[config.mk]
export PLATFORM = sky130hd
export DESIGN_NAME = input_debouncer
export DESIGN_NICKNAME = d
export VERILOG_FILES = /design/src/rtl/input_debouncer.sv
export SDC_FILE = /design/constraint.sdc
export NUM_CORES = 1
export LEC_CHECK = 0
export ABC_CLOCK_PERIOD_IN_PS = 1800
export CAP_MARGIN = 0
export CORE_AREA = 2 2 39 41
export DETAILED_ROUTE_END_ITERATION = 6
export DIE_AREA = 0 0 41 43
export GPL_TIMING_DRIVEN = 0
export HOLD_SLACK_MARGIN = 0.05
export SYNTH_ARGS = -nofsm -noshare
export SYNTH_HDL_FRONTEND = slang
export SYNTH_SLANG_ARGS = --single-unit
export TNS_END_PERCENT = 10
[constraint.sdc]
create_clock -name clk -period 1.8 [get_ports clk]
set_input_delay 0.36 -clock clk [delete_from_list [all_inputs] [get_ports clk]]
set_output_delay 0.36 -clock clk [all_outputs]
set_load 0.1 [all_outputs]
[src/rtl/input_debouncer.sv]
// input_debouncer: synchronizes a raw asynchronous input into the clk domain,
// then accepts a new level only after it has been seen for STABLE_CYCLES
// consecutive synchronized samples. Emits one-cycle rise/fall pulses that
// line up with the first cycle of the new debounced level.
module input_debouncer #(
    parameter int SYNC_STAGES   = 2,
    parameter int STABLE_CYCLES = 16
) (
    input  logic clk,
    input  logic rst,
    input  logic din,
    input  logic en,
    output logic dout,
    output logic rise,
    output logic fall,
    output logic busy
);

    localparam int CNT_W = $clog2(STABLE_CYCLES);
    localparam logic [CNT_W-1:0] CNT_LAST = CNT_W'(STABLE_CYCLES - 1);
    localparam logic [CNT_W-1:0] CNT_ONE  = CNT_W'(1);

    typedef enum logic [1:0] {
        STABLE_LO = 2'd0,
        WAIT_HI   = 2'd1,
        STABLE_HI = 2'd2,
        WAIT_LO   = 2'd3
    } state_t;

    logic [SYNC_STAGES-1:0] sync_q;
    logic [SYNC_STAGES-1:0] sync_d;
    state_t                 state_q;
    state_t                 state_d;
    logic [CNT_W-1:0]       cnt_q;
    logic [CNT_W-1:0]       cnt_d;
    logic                   dout_q;
    logic                   dout_d;
    logic                   rise_q;
    logic                   rise_d;
    logic                   fall_q;
    logic                   fall_d;
    logic                   busy_q;
    logic                   busy_d;
    logic                   s;

    // The chain shifts every cycle out of reset, independent of en, so the
    // filter always sees a current sample when it is re-enabled.
    assign sync_d = {sync_q[SYNC_STAGES-2:0], din};
    assign s      = sync_q[SYNC_STAGES-1];

    // State register: synchronizer, FSM, counter and registered outputs.
    always_ff @(posedge clk or negedge rst) begin
        if (!rst) begin
            sync_q  <= '0;
            state_q <= STABLE_LO;
            cnt_q   <= '0;
            dout_q  <= 1'b0;
            rise_q  <= 1'b0;
            fall_q  <= 1'b0;
            busy_q  <= 1'b0;
        end else begin
            sync_q  <= sync_d;
            state_q <= state_d;
            cnt_q   <= cnt_d;
            dout_q  <= dout_d;
            rise_q  <= rise_d;
            fall_q  <= fall_d;
            busy_q  <= busy_d;
        end
    end

    // Next-state logic: any opposite sample or en=0 drops back to the
    // originating stable state, so qualification always restarts from scratch.
    always_comb begin
        state_d = state_q;
        cnt_d   = cnt_q;
        case (state_q)
            STABLE_LO: begin
                if (en && s) begin
                    state_d = WAIT_HI;
                    cnt_d   = CNT_ONE;
                end
            end
            WAIT_HI: begin
                if (!en || !s) begin
                    state_d = STABLE_LO;
                    cnt_d   = '0;
                end else if (cnt_q == CNT_LAST) begin
                    state_d = STABLE_HI;
                    cnt_d   = '0;
                end else begin
                    cnt_d = cnt_q + CNT_ONE;
                end
            end
            STABLE_HI: begin
                if (en && !s) begin
                    state_d = WAIT_LO;
                    cnt_d   = CNT_ONE;
                end
            end
            WAIT_LO: begin
                if (!en || s) begin
                    state_d = STABLE_HI;
                    cnt_d   = '0;
                end else if (cnt_q == CNT_LAST) begin
                    state_d = STABLE_LO;
                    cnt_d   = '0;
                end else begin
                    cnt_d = cnt_q + CNT_ONE;
                end
            end
            default: begin
                state_d = STABLE_LO;
                cnt_d   = '0;
            end
        endcase
    end

    // Output logic: outputs are registered from the upcoming state, and the
    // pulses fire only on a completed qualification, never on an abort.
    always_comb begin
        dout_d = (state_d == STABLE_HI) || (state_d == WAIT_LO);
        busy_d = (state_d == WAIT_HI) || (state_d == WAIT_LO);
        rise_d = (state_q == WAIT_HI) && (state_d == STABLE_HI);
        fall_d = (state_q == WAIT_LO) && (state_d == STABLE_LO);
    end

    assign dout = dout_q;
    assign rise = rise_q;
    assign fall = fall_q;
    assign busy = busy_q;

endmodule

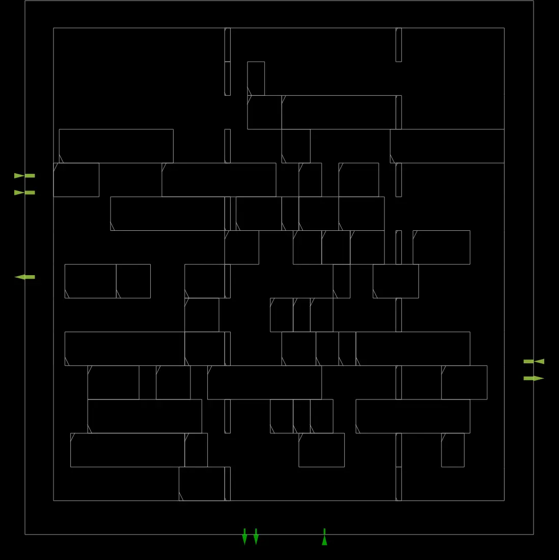
Fig. 1. Placement view.
standard cell core area: 1380 sq um
number of filler instances in the final layout: 147
Final Util: 41.2%
number of sequential cells: 11
tap cell instance count: 16

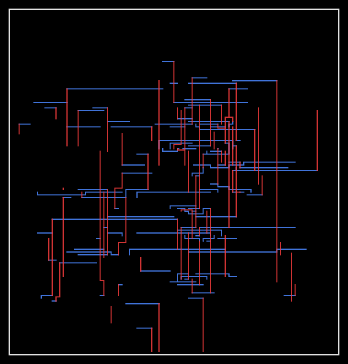
Fig. 2. Wiring by layer.
Drawn at 8 px/um. Two of the layers only.
metal 1 -> blue  # wire length 385 um
metal 2 -> red  # wire length 361 um
GRT Resource Usage Total: 11.4%
routed wire length: 779 um
DR vias: 323
average wire per cell in the routed design: 12.0 um

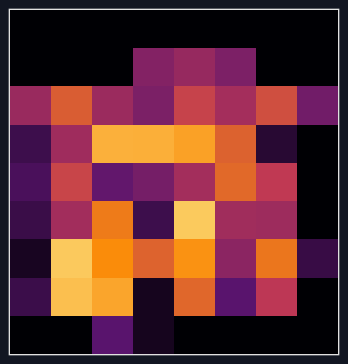
Fig. 3. Placement density heat map.
Drawn at 8 px/um. The die is cut into 8 by 9 equal tiles; black is low, pale yellow is high, 0 to 100% covered.
nearly empty tiles = 32%
tiles over 75% full = 11%
densest ninth of the die = center
mean over tiles = 31%
FP Core Util: 33.4%

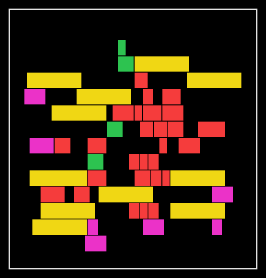
Fig. 4. Cell classes on the final placement.
Drawn at 6 px/um.
clock drivers and dummy loads -> green  # cells 4, share of their area 4.8%
combinational and other logic -> red  # cells 27, share of their area 34%
flops -> yellow  # cells 11, share of their area 50%
other buffers and delay cells -> magenta  # cells 7, share of their area 11%
flip-flop and latch share of the layout cell area: 48.5%
Core Rows: 14
final standard cell area without fillers: 571 sq um

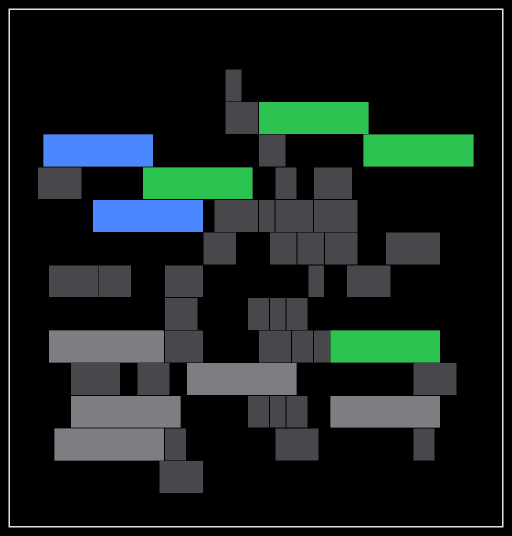
Fig. 5. Sequential cells grouped by signal name.
Drawn at 12 px/um. Other sequential cells in the stronger gray, the rest of the logic in the fainter gray.
`cnt_q` -> green  # placed flops 4
`sync_q` -> blue  # placed flops 2
register area: 277 sq um
reported sequential group power: 0.271 mW

==> impl_metrics.yaml <==
# synthesis and place-and-route metrics
outcome:
  run_status: "finished clean"
detailed_routing:
  wl_met3_um: 34
  route.detailed.drc: 0
  wl_met1_um: 384
  ant_nets: 0
  drt-pass1-iter-count: 3
  route.met2.wl_um: 360
  top_signal_layer_used: "met3"
  vias_per_cell: 4.97
finish:
  final_cell_mix: "dfrtp_1, a21oi_1, clkbuf_4, clkdlybuf4s50_1"
  nNetsFinal: 55
  final_cells: 65
  antenna_cells: 0
  layout-area-overhead-vs-synth_pct: 23.6
  final_layout_top_logic_cell: "dfrtp_1"
power:
  cell_internal_pwr_mw: 0.362
  net-switching-power_mw: 0.121
  p_leak_nw: 0.265
  vdd.ir_drop.worst_v: 0.000404
  sequential_group_share_of_total_power_pct: 56.2
  p_sw_share_pct: 25.0
  power-per-cell-area_nw_per_um2: 846
  comb_power_share_pct: 9.5
critical_path:
  critical_path_required_ns: 1.44
  endpoint_kind: "output pin"
  critical_path.reg2reg.startpoint: "cnt_q[0]"
  cp_slowest_stage_delay_ns: 0.81
  worstSetupPathDepth: 1
  crit-reg2reg-capture: "dout"
  critical_path.n_buffers_inverters: 1
  setup.worst_path.class: "reg -> out"
  arrival_ns: 1.39
  critical_path.max_fanout: 1
  worst-r2r-setup-slack_ns: 0.26
  critical_path.startpoint_type: "flop"
  path_cells: "clkdlybuf4s15_1"
  crit_path_start: "rise"
  number_of_cells_on_the_worst_reg_to_reg_path: 4
synth:
  ff_type: "dfrtp_1"
  postSynth.asyncResetShare_pct: 100
  share_of_synthesized_cell_area_in_and_or_nand_and_nor_gates_pct: 14.6
  ys_top_cells_by_count: "dfrtp_1, a21oi_1"
  synth.cell_area_sq_um: 462
  edf_count: 0
  top_area_share_pct: 59.6
  yosys-mux-area-fraction_pct: 2.44
  yosys_area_sq_um: 462
  synth.comb.largest_family: "AND-OR/OR-AND gates"
  yosysTopAreaCell: "dfrtp_1"
  ys_cells: 38
  netlist.top_cell.by_instances: "dfrtp_1"
  synthAoiAreaFrac_pct: 16.0
  syn_avg_cell_area_sq_um: 12.1
  ys_ff: 11
  post_synth_inst_count: 38
  synth.net_count: 43
  synth_seq_share_pct: 59.6
  yosys-top-cells-area: "dfrtp_1, a21oi_1, nor3b_1"
  synth-warning-count: 0
  post_synth_xor_area_fraction_pct: 3.79
  fa_ha_area_share_pct: 2.71
cts:
  clock_tree_from_tritoncts: "built"
  cts-root-to-sink-buffers: 2
  hold_buffers: 0
  postCtsSetupBuffers: 0
  clk_transition_reported_paths_ns: 0.07
  cts_sinks: 11
  clk_latency_ns: 0.26
  cts_inserted_buffers: 3
  cts_htree_levels: 1
  cts_root_buffer: "clkbuf_4"
global_routing:
  antenna_found_initial: 0
  number_of_global_route_vias_before_repair: 335
  gr-total-overflow: 0
  first_pass_grt_wire_length_um: 1340
  maximum_number_of_pins_on_one_net_before_global_route_repair: 12
final_timing:
  slew-limit-headroom_pct: 37.3
  timing_max_transition_violations_final: 0
  final_min_period_over_clock_period_pct: 97.5
  rsz0062_at_grt: "no"
  skew_ns: 0.00462
  min_period_ns: 1.75
  sum_of_negative_setup_slack_ns: 0
  finalSetupViolations: 0
  fmax_mhz: 570
placement:
  place.port_buffers: 7
  placed_cell_area_sq_um: 553
  dp.final_hpwl_um: 578
  placed_cells_incl_taps: 61
  gp_routability_congestion: 0.731
floorplanning:
  height_of_the_die_um: 43
  io-pin-count: 8
  die_width_um: 41
job:
  stage_log_warnings: 26
  timing.max_cap.violations: 0
min_path:
  class_of_the_worst_hold_path: "reg -> reg"
==> how the worst min path moves through the flow <==
stage	startpoint	endpoint	cells after the start	slack, ns
finish	sync_q[0]	sync_q[1]	0	0.36
global placement	sync_q[0]	sync_q[1]	0	0.34
detailed placement	sync_q[0]	sync_q[1]	0	0.34
floorplan	rst	busy	0	0.06
global route	sync_q[0]	sync_q[1]	0	0.37
CTS	sync_q[0]	sync_q[1]	0	0.36
==> repair_timing <==
action,4_1_cts,5_1_grt
resized,6,5
pin swaps,0,0
endpoints found under the setup margin,4,3
==> through the flow <==
step | hold slack [ns] | power, mW | worst slack (ns)
after floorplan | 0.0644 | 0.302 | 0.264
after global placement | 0.338 | 0.323 | -0.100
after detailed placement | 0.344 | 0.324 | -0.0938
after CTS | 0.361 | 0.488 | 0.00155
after global routing | 0.366 | 0.510 | 0.0103
final | 0.358 | 0.483 | 0.0453
==> layer usage <==
layer	vias to the layer above	global-route usage, %
met5	-	0
met4	0	6.00
met3	0	4.71
met2	5	16.6
met1	153	13.7
li1	165	-
==> power by group through the flow <==
stage / registers (mW) / logic (mW) / clock network [mW]
finish: 0.271 / 0.0460 / 0.166
global route: 0.273 / 0.0520 / 0.186
CTS: 0.271 / 0.0473 / 0.170
detailed placement: 0.276 / 0.0485 / 0
global placement: 0.275 / 0.0474 / 0
floorplan: 0.281 / 0.0208 / 0
==> area by class of cell <==
type                            count  area [sq um]
Clock buffer                        4          26.3
Timing Repair Buffer                7          61.3
Fill cell                         147           813
Sequential cell                    11           277
Multi-Input combinational cell     26           183
Inverter                            1          3.75
Tap cell                           16          20.0
==> registers in the layout, indices dropped and copies added (netlist names) <==
register and count:
dout 1, fall 1, busy 1, sync_q 2
cnt_q 4, rise 1, state_q 1
Power is estimated from default activity; no workload was simulated.
